Figure 1. Sequential cells coloured by netlist name.
Other sequential cells in the stronger grey, the rest of the logic in the fainter grey.
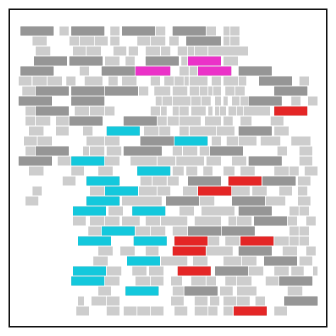
Figure 2. Pin placement.
Pins as bars across the die edge, other pins in grey.
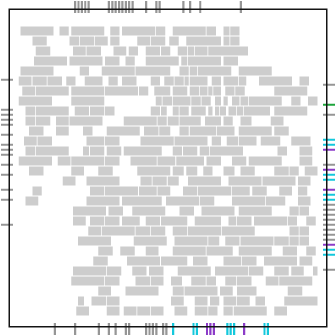
Figure 3. Clock distribution.
Scale bar: 20 um.
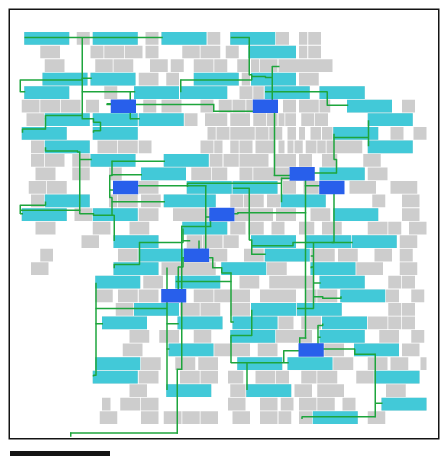
==> config.mk <==
export PLATFORM = sky130hd
export DESIGN_NAME = ext_mem_bridge
export DESIGN_NICKNAME = d
export VERILOG_FILES = /design/src/rtl/ext_mem_pkg.sv /design/src/rtl/sync_2ff.sv /design/src/rtl/ext_mem_bridge.sv
export SDC_FILE = /design/constraint.sdc
export NUM_CORES = 1
export LEC_CHECK = 0
export CORE_MARGIN = 2
export CORE_UTILIZATION = 44
export CTS_BUF_LIST = sky130_fd_sc_hd__clkbuf_4 sky130_fd_sc_hd__clkbuf_8
export DETAILED_ROUTE_END_ITERATION = 10
export PLACE_DENSITY = 0.76
export SLEW_MARGIN = 20
export SYNTH_ARGS = -nofsm -noshare
export SYNTH_HDL_FRONTEND = slang
export SYNTH_SLANG_ARGS = --single-unit
export TNS_END_PERCENT = 30
==> constraint.sdc <==
create_clock -name clk -period 2.2 [get_ports clk]
set_clock_uncertainty 0.15 [all_clocks]
set_input_delay 0.22 -clock clk [delete_from_list [all_inputs] [get_ports clk]]
set_output_delay 0.22 -clock clk [all_outputs]
set_load 0.1 [all_outputs]
==> results.yml <==
# implementation run metrics
worst_setup_path:
  cp_num_buf_inv: 3
  cp.depth: 7
  crit_type: "flip-flop to flip-flop"
  cp.arrival_ns: 2.25
  reg2regPathDepth: 7
  worstSetupEndpointType: "flip-flop"
  max_stage_delay_ns: 0.40
  crit_chain: "buf_6 -> nor3_4 -> buf_6 -> buf_12 -> mux2_2 -> mux2_2 -> a22o_1"
  ff2ff_setup_slack_ns: 0.03
  crit_family: "multiplexers"
  start_kind: "flip-flop"
  cp.required_ns: 2.27
finish:
  largest_cell_class: "sequential cells"
  buffers: 112
  flops: 70
  mostFrequentLayoutCell: "dfrtp_1"
  clkCellAreaFrac: 0.0536
  comb_share: 0.258
  layout.nonclk_buf_frac: 0.252
  nonClockInverterCount: 0
  final-instance-count-excl-fill: 387
  nMultiInputCombCells: 112
  fin_area_um2: 4250
  fill_cells: 466
  lay_top_cells: "67 x dfrtp_1, 61 x mux2_2, 55 x buf_4"
  drive_gt1_frac: 0.523
  area_growth_pct: 43.6
logic_synthesis:
  synthAoiAreaFrac: 0.0457
  postSynthAreaPerCell_um2: 15.0
  syn_area_um2: 2960
  synth_nets: 242
  top_cells_by_area: "dfrtp_1 58%, mux2_2 23%, a22o_1 2.4%, buf_4 2.3%, mux2_4 2.0%"
  synth.most_common_cell: "dfrtp_1"
  ys.flop_type: "dfrtp_1"
  adder_share: 0
  yosysTopAreaCellShare: 0.584
  synth-edff-count: 0
  synth_chip_area_um2: 2960
  top_area_cell: "dfrtp_1"
  ys_top_logic_family: "multiplexers"
  synth-simple-area-share: 0.0644
  common_cells: "69 x dfrtp_1, 61 x mux2_2, 9 x buf_4"
  netlist_instances: 197
  ys_seq_frac: 0.593
  yosysUniqueCellTypes: 32
  synthXorXnorAreaFrac: 0.00296
  ys_cells: 197
  ys_sh_mux: 0.253
  yosys_warnings: 0
  ys.flops: 70
detailed_routing:
  vias: 1970
  first_pass_iters: 4
  ant_nets: 0
  drc_errors: 0
  vias_per_cell: 5.09
  drtIter0Drc: 82
  routed_wl_mm: 6.64
clock_network:
  cts_root_buf: "clkbuf_8"
  clk_pin_slew_ns: 0.08
  cts_max_level: 3
  cts_tree: "built"
  cts_buffers: 9
  cts_buffer_depth: 2
  postCtsSetupRepairBufs: 10
  cts-hold-fix-buffers: 1
placed_design:
  dp_slack_ns: -0.163
  place_congestion: 0.802
  dp_hpwl_mm: 4.13
  dp_cells: 357
timing:
  layout_min_cycle_time_ns: 2.17
  fin_crit_sh: 0.988
  setup_ws_ns: 0.0265
  finalSetupTns_ns: 0
  fmax_mhz: 460
  hold_viol_final: 0
  rsz0062_at_grt: "no"
  worst_hold_slack_ns: 0.162
  finalSetupViolCount: 0
flow_run:
  maxCapViolCount: 0
  warnings: 26
global_route:
  grt_start_max_net_pins: 33
  grt-ovfl-total: 0
  grt_pass1_vias: 2029
  grt_antenna_before_repair: 0
  globalRouteTotalUtil: 0.186
floorplan:
  floorplanUtilization: 0.460
  n_tap_cell: 77
  dieArea_um2: 7390
  coreArea_um2: 6420
  pin_count: 84
status:
  status: "finished clean"
worst_hold_path:
  hold_class: "input port to flip-flop"
  worstHoldPathCells: 1
-- Figure 1 (at the start) --
legend:
  red:
    netlist_name: bus_out
    placed_flops: 8
  magenta:
    netlist_name: state_r
    placed_flops: 3
  cyan:
    netlist_name: addr_r
    placed_flops: 16
register area: 1760 um^2
Core Util, Final: 0.661
sequential share of cell area: 0.414

-- Figure 2 (at the start) --
legend:
  cyan:
    port: req_wdata
    pins: 16
    direction: input
    edge: 8 right, 8 bottom
  green:
    port: addr_stb
    pins: 1
    direction: output
    edge: right
  purple:
    port: bus_out
    pins: 8
    direction: output
    edge: 4 right, 4 bottom
all pins by edge: 25 right, 25 bottom, 20 top, 14 left
I/O Buffers: 82
Die Wd: 86.0 um
Die H: 86.0 um

-- Figure 3 (at the start) --
legend:
  blue:
    item: cells driving clock nets
    count: 9
  green:
    item: clock wires
    length: 845 um
  cyan:
    item: flip-flops
    count: 70
flops lie: all over the die
routed clock nets: 10
Latency at later pin: 0.34 ns

==> per-layer routing <==
layer / wire (um) / up-vias / GRT usage
li1: - / 914 / -
met2: 3240 / 58 / 0.295
met5: 0 / - / 0
met1: 2990 / 990 / 0.244
met3: 327 / 8 / 0.0520
met4: 83 / 0 / 0.0693
